Run 1, placement view:
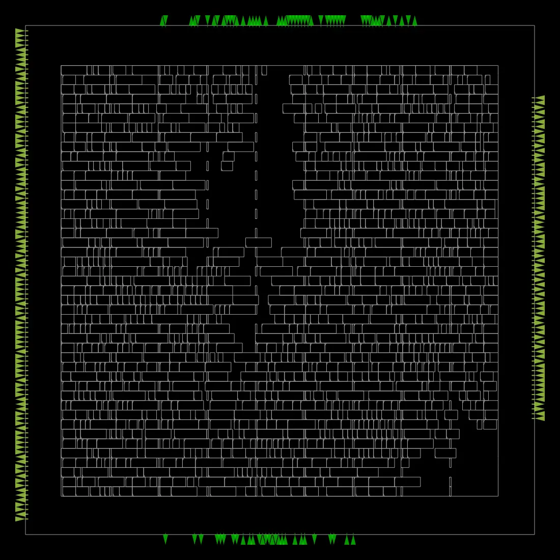
Run 1, cells coloured by class:
Fill, decap, tap and diode cells in grey.
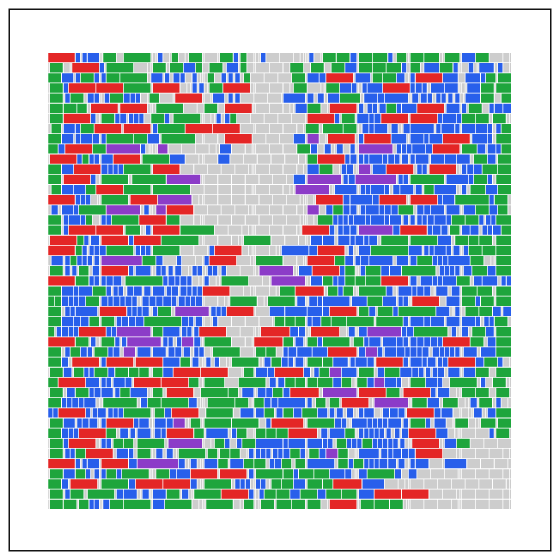
Run 1, PDN straps and rails:
Scale bar: 50 µm. Pins as bars on the die edge. Tap cells in grey.
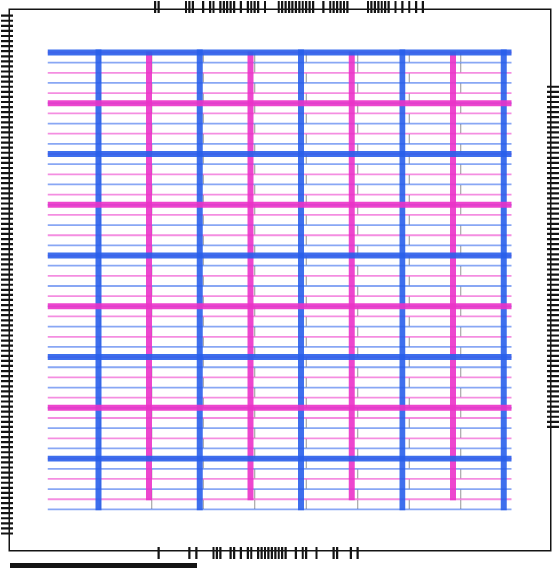
--- src/rtl/mem_access_pkg.sv ---
// Shared types for the memory stage: request payload, load/store op codes,
// stage state encoding and the misalignment rule.
package mem_access_pkg;

  typedef logic [31:0] word_t;
  typedef logic        bit_t;

  typedef enum logic [3:0] {
    OP_NOP = 4'd0,
    OP_LB  = 4'd1,
    OP_LH  = 4'd2,
    OP_LW  = 4'd3,
    OP_LBU = 4'd4,
    OP_LHU = 4'd5,
    OP_SB  = 4'd6,
    OP_SH  = 4'd7,
    OP_SW  = 4'd8
  } op_t;

  typedef struct packed {
    bit_t        load;
    bit_t        store;
    word_t       address;
    word_t       wdata;
    logic [3:0]  byte_en;
  } memory_t;

  typedef enum logic [1:0] {
    IDLE = 2'd0,
    BUS  = 2'd1,
    DONE = 2'd2
  } mem_state_t;

  localparam int unsigned TIMEOUT_CYCLES_DEF = 256;
  localparam int unsigned TIMEOUT_W          = $clog2(TIMEOUT_CYCLES_DEF);

  // Halfword ops need an even address, word ops a word-aligned one.
  function automatic bit_t is_misaligned(input op_t op, input logic [1:0] lo);
    case (op)
      OP_LH, OP_LHU, OP_SH: is_misaligned = lo[0];
      OP_LW, OP_SW:         is_misaligned = (lo != 2'b00);
      default:              is_misaligned = 1'b0;
    endcase
  endfunction

endpackage

--- src/rtl/mem_access_load_align.sv ---
// Selects the addressed byte/halfword of a read word and extends it.
module mem_access_load_align
  import mem_access_pkg::*;
(
  input  word_t      rdata_i,
  input  logic [1:0] addr_lo_i,
  input  op_t        op_i,
  output word_t      data_o
);

  logic [7:0]  byte_sel;
  logic [15:0] half_sel;

  // Lane selection and sign/zero extension.
  always_comb begin
    case (addr_lo_i)
      2'd0:    byte_sel = rdata_i[7:0];
      2'd1:    byte_sel = rdata_i[15:8];
      2'd2:    byte_sel = rdata_i[23:16];
      default: byte_sel = rdata_i[31:24];
    endcase
    half_sel = addr_lo_i[1] ? rdata_i[31:16] : rdata_i[15:0];

    case (op_i)
      OP_LB:   data_o = {{24{byte_sel[7]}}, byte_sel};
      OP_LBU:  data_o = {24'd0, byte_sel};
      OP_LH:   data_o = {{16{half_sel[15]}}, half_sel};
      OP_LHU:  data_o = {16'd0, half_sel};
      default: data_o = rdata_i;
    endcase
  end

endmodule

--- src/rtl/mem_access.sv ---
// Memory stage: one Wishbone-classic single access per request, stalling
// the pipeline until ack, error or timeout, then one DONE writeback cycle.
module mem_access
  import mem_access_pkg::*;
#(
  parameter int unsigned TIMEOUT_CYCLES = 256
) (
  input  logic        clk,
  input  logic        rst,
  input  memory_t     memory,
  input  op_t         op,
  input  word_t       ex_wdata,
  output word_t       gpr_wdata,
  output logic        stall_req,
  output logic        mem_fault,
  output logic        fault_store,
  output logic        wb_cyc_o,
  output logic        wb_stb_o,
  output logic        wb_we_o,
  output word_t       wb_adr_o,
  output word_t       wb_dat_o,
  output logic [3:0]  wb_sel_o,
  input  word_t       wb_dat_i,
  input  logic        wb_ack_i,
  input  logic        wb_err_i
);

  localparam int unsigned CNT_W = (TIMEOUT_CYCLES > 2) ? $clog2(TIMEOUT_CYCLES) : 1;
  localparam logic [CNT_W-1:0] CNT_LAST = CNT_W'(TIMEOUT_CYCLES - 1);

  mem_state_t       state_q,  state_d;
  logic             cyc_q,    cyc_d;
  logic             store_q,  store_d;
  word_t            adr_q,    adr_d;
  word_t            dat_q,    dat_d;
  logic [3:0]       sel_q,    sel_d;
  op_t              op_q,     op_d;
  logic [1:0]       lo_q,     lo_d;
  logic [CNT_W-1:0] cnt_q,    cnt_d;
  word_t            rdata_q,  rdata_d;
  logic             fault_q,  fault_d;

  logic  req;
  word_t load_data;

  assign req = memory.load | memory.store;

  mem_access_load_align u_load_align (
    .rdata_i   (rdata_q),
    .addr_lo_i (lo_q),
    .op_i      (op_q),
    .data_o    (load_data)
  );

  // Next-state, bus control and writeback selection.
  always_comb begin
    state_d   = state_q;
    cyc_d     = cyc_q;
    store_d   = store_q;
    adr_d     = adr_q;
    dat_d     = dat_q;
    sel_d     = sel_q;
    op_d      = op_q;
    lo_d      = lo_q;
    cnt_d     = cnt_q;
    rdata_d   = rdata_q;
    fault_d   = fault_q;
    stall_req = 1'b0;
    gpr_wdata = ex_wdata;

    case (state_q)
      IDLE: begin
        if (req) begin
          stall_req = 1'b1;
          store_d   = memory.store;
          op_d      = op;
          lo_d      = memory.address[1:0];
          if (is_misaligned(op, memory.address[1:0])) begin
            fault_d = 1'b1;
            state_d = DONE;
          end else begin
            fault_d = 1'b0;
            adr_d   = {memory.address[31:2], 2'b00};
            sel_d   = memory.byte_en;
            // EX hands over unshifted store data; steer it onto its lanes.
            dat_d   = memory.wdata << {memory.address[1:0], 3'b000};
            cnt_d   = '0;
            cyc_d   = 1'b1;
            state_d = BUS;
          end
        end
      end

      BUS: begin
        stall_req = 1'b1;
        cnt_d     = cnt_q + CNT_W'(1);
        if (wb_err_i) begin
          fault_d = 1'b1;
          cyc_d   = 1'b0;
          state_d = DONE;
        end else if (wb_ack_i) begin
          rdata_d = wb_dat_i;
          cyc_d   = 1'b0;
          state_d = DONE;
        end else if (cnt_q == CNT_LAST) begin
          fault_d = 1'b1;
          cyc_d   = 1'b0;
          state_d = DONE;
        end
      end

      DONE: begin
        if (store_q) begin
          gpr_wdata = ex_wdata;
        end else if (fault_q) begin
          gpr_wdata = '0;
        end else begin
          gpr_wdata = load_data;
        end
        // EX advances on this edge, so the held request is not re-issued.
        state_d = IDLE;
      end

      default: state_d = IDLE;
    endcase
  end

  // State and bus registers with synchronous reset.
  always_ff @(posedge clk) begin
    if (rst) begin
      state_q <= IDLE;
      cyc_q   <= 1'b0;
      store_q <= 1'b0;
      adr_q   <= '0;
      dat_q   <= '0;
      sel_q   <= '0;
      op_q    <= OP_NOP;
      lo_q    <= '0;
      cnt_q   <= '0;
      rdata_q <= '0;
      fault_q <= 1'b0;
    end else begin
      state_q <= state_d;
      cyc_q   <= cyc_d;
      store_q <= store_d;
      adr_q   <= adr_d;
      dat_q   <= dat_d;
      sel_q   <= sel_d;
      op_q    <= op_d;
      lo_q    <= lo_d;
      cnt_q   <= cnt_d;
      rdata_q <= rdata_d;
      fault_q <= fault_d;
    end
  end

  assign wb_cyc_o    = cyc_q;
  assign wb_stb_o    = cyc_q;
  assign wb_we_o     = store_q;
  assign wb_adr_o    = adr_q;
  assign wb_dat_o    = dat_q;
  assign wb_sel_o    = sel_q;
  assign mem_fault   = (state_q == DONE) & fault_q;
  assign fault_store = (state_q == DONE) & fault_q & store_q;

endmodule

--- config.mk ---
export PLATFORM = sky130hd
export DESIGN_NAME = mem_access
export DESIGN_NICKNAME = d
export VERILOG_FILES = /design/src/rtl/mem_access_pkg.sv /design/src/rtl/mem_access_load_align.sv /design/src/rtl/mem_access.sv
export SDC_FILE = /design/constraint.sdc
export NUM_CORES = 1
export LEC_CHECK = 0
export ABC_AREA = 1
export CORE_MARGIN = 10
export CORE_UTILIZATION = 40
export DETAILED_ROUTE_END_ITERATION = 16
export PLACE_DENSITY = 0.86
export SLEW_MARGIN = 20
export SYNTH_ARGS = -nofsm -noshare
export SYNTH_HDL_FRONTEND = slang
export SYNTH_SLANG_ARGS = --single-unit
--- constraint.sdc ---
create_clock -name clk -period 1.5 [get_ports clk]
set_clock_uncertainty 0.15 [all_clocks]
set_input_delay 0.3 -clock clk [delete_from_list [all_inputs] [get_ports clk]]
set_output_delay 0.3 -clock clk [all_outputs]
set_load 0.03 [all_outputs]
==> out/results.ini, run 1 <==
[logic_synthesis]
yosysTopAreaCell = dfxtp_1
ys.flop_type = dfxtp_1
yosys.area_share.aoi = 0.173
mux_share = 0.00322

[placed_design]
post_dp_cell_area_um2 = 9920

[setup_path]
cpMostUsedCell = buf_4
crit_path_start = op_q[2]$_SDFFE_PP0P_
cpLargestDelayFamily = buffers and inverters
cp-start-kind = flip-flop
critical_path_depth = 10
reg2reg_slack_ns = -0.37
crit_end = gpr_wdata[18]

[power]
powerClk_mw = 4.30
internal-power_mw = 8.53

[cells_and_area]
bufAreaShareNonClock = 0.356
mostFrequentLayoutCell = nand2_1

[run_status]
violations = negative setup slack
status = finished, violations left

[timing]
fin_ws_ns = -0.867
setup-violations-final = 143

[routing]
met3_length_mm = 4.33

[floorplan]
fp-utilization = 0.409

[clock_network]
htreeDepth = 4
root_buffer = clkbuf_16

Notes on 'placement view' above:
flop share of the area: 0.196
core box area: 15,200 µm²
Util after Layout: 0.792

Notes on 'cells coloured by class' above:
class	colour	cells	share of their area
registers	red	117	20%
remaining buffers and delay cells	green	378	36%
clock drivers and dummy loads	purple	32	5.2%
remaining logic cells	blue	789	38%
Final Cell Area: 12,000 µm²
FP Rows: 45

Notes on 'PDN straps and rails' above:
net	colour
VSS	blue
VDD	magenta
tap cells	188
met4 straps	9
rows	45

Run 1, wires at chosen ports, followed through buffers:
Scale bar: 50 µm.
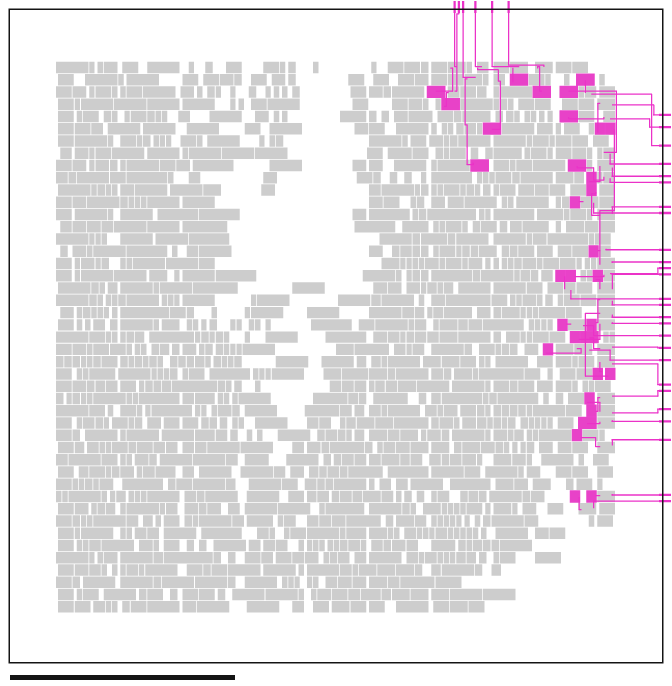

==> run 1 -> run 2 <==
--- a/config.mk
+++ b/config.mk
@@ -6,10 +6,11 @@
 export NUM_CORES = 1
 export LEC_CHECK = 0
 export ABC_AREA = 1
-export CORE_MARGIN = 10
+export CORE_MARGIN = 2
 export CORE_UTILIZATION = 40
 export DETAILED_ROUTE_END_ITERATION = 16
 export PLACE_DENSITY = 0.86
+export RECOVER_POWER = 100
 export SLEW_MARGIN = 20
 export SYNTH_ARGS = -nofsm -noshare
 export SYNTH_HDL_FRONTEND = slang
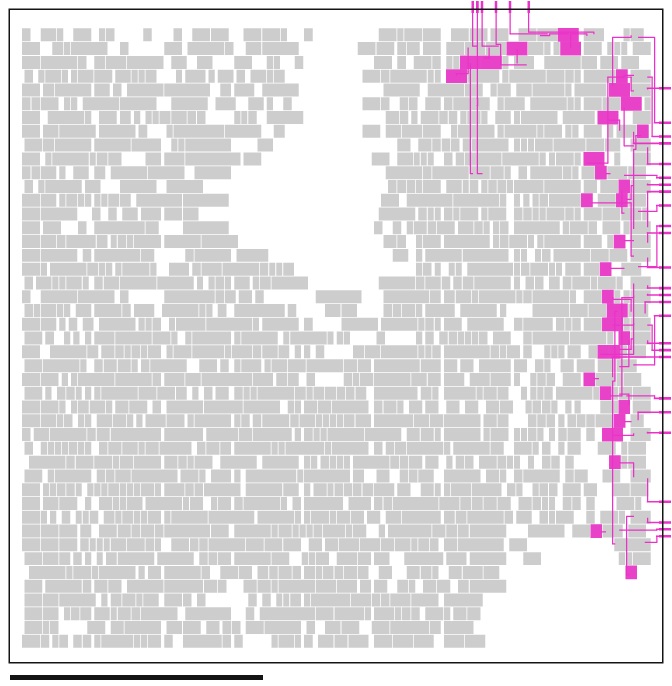
Run 2: wires at chosen ports, followed through buffers
Scale bar: 50 µm.
port	colour	bits	direction	end cells	buffers	wire
`gpr_wdata`	magenta	32	output	32	32	586 µm
Buffers on Ports: 245
Top-Level Pins: 248

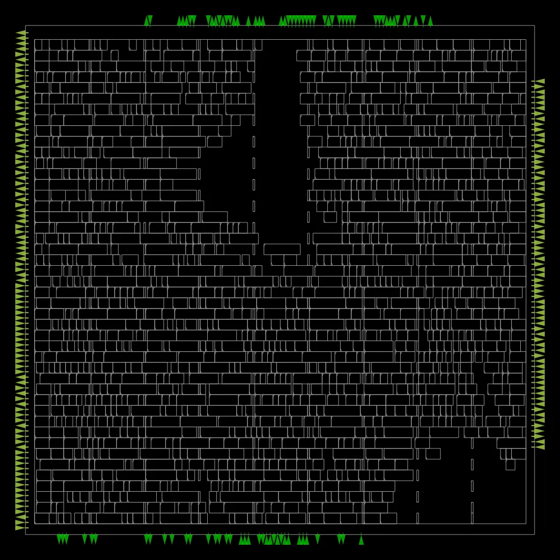
Run 2: placement view
fillcell total: 873
Final Non-Filler Cells: 1,528
Util after Layout: 0.781
flop count: 117

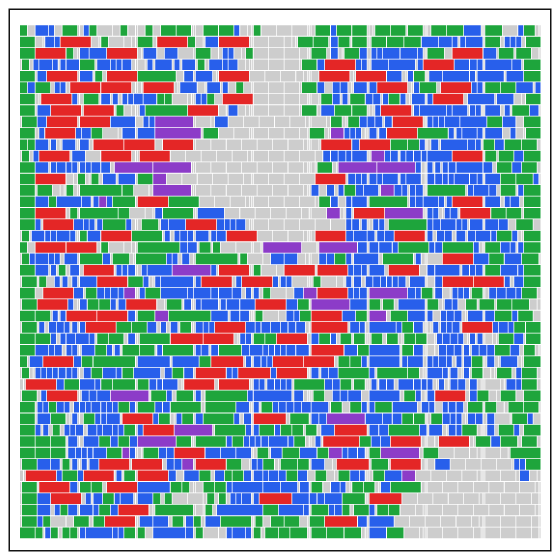
Run 2: cells coloured by class
Fill, decap, tap and diode cells in grey.
class	colour	cells	share of their area
remaining logic cells	blue	790	41%
clock drivers and dummy loads	purple	32	4.9%
remaining buffers and delay cells	green	401	34%
registers	red	117	20%
Final Cell Area: 11,900 µm²
flop share of the area: 0.199

==> run 2 against run 1 <==
The run still ends with negative setup slack left; clock power is 7.4% lower; non-clock buffer count up 23; synthesized cell count is the same; count of clock-buffer cells in the layout unchanged; register-to-register slack got worse by 0.05 ns; sequential cell count did not move; area after synthesis stayed put; sequential share of layout area up 0.31 points; power is 1.4% lower; utilization decreased by 1.1 points; first-iteration DRC count increased by 11%; sequential power about the same; critical path type unchanged.
==> out/results.ini, run 2 <==
[run_status]
status = finished, violations left
violations = negative setup slack

[cells_and_area]
mostFrequentLayoutCell = nand2_1
n_all_buffers = 401
num-clock-buffers = 17
bufAreaShareNonClock = 0.332

[setup_path]
end_kind = primary output
cp-start-kind = flip-flop
reg2reg_slack_ns = -0.42
crit_end = gpr_wdata[26]
cpLargestDelayFamily = simple AND/OR/NAND/NOR gates
critical_path_depth = 9
crit_path_start = op_q[2]$_SDFFE_PP0P_

[clock_network]
cts_setup_buffers = 18
htreeDepth = 4
root_buffer = clkbuf_16

[timing]
setup_tns_ns = -51.44
min_period_ns = 2.43
setup-violations-final = 145
fin_ws_ns = -0.935

[power]
internal-power_mw = 8.16
pg_seq_mw = 3.69
ir_drop_mv = 0.890

[logic_synthesis]
syn_inst = 966
ys.flop_type = dfxtp_1
avgSynthCellArea_um2 = 6.43
yosys.area_share.aoi = 0.173
synth_area_um2 = 6220
yosysTopAreaCell = dfxtp_1
mux_share = 0.00322

[floorplan]
die_area_um2 = 16600
coreArea_um2 = 15200
rows = 45
fp-utilization = 0.409

[grt]
grt_util_met1 = 0.327

[placed_design]
post_dp_cell_area_um2 = 9860

[routing]
met3_length_mm = 2.88
wl_per_cell_um = 20.5

Power is estimated from default activity; no workload was simulated.
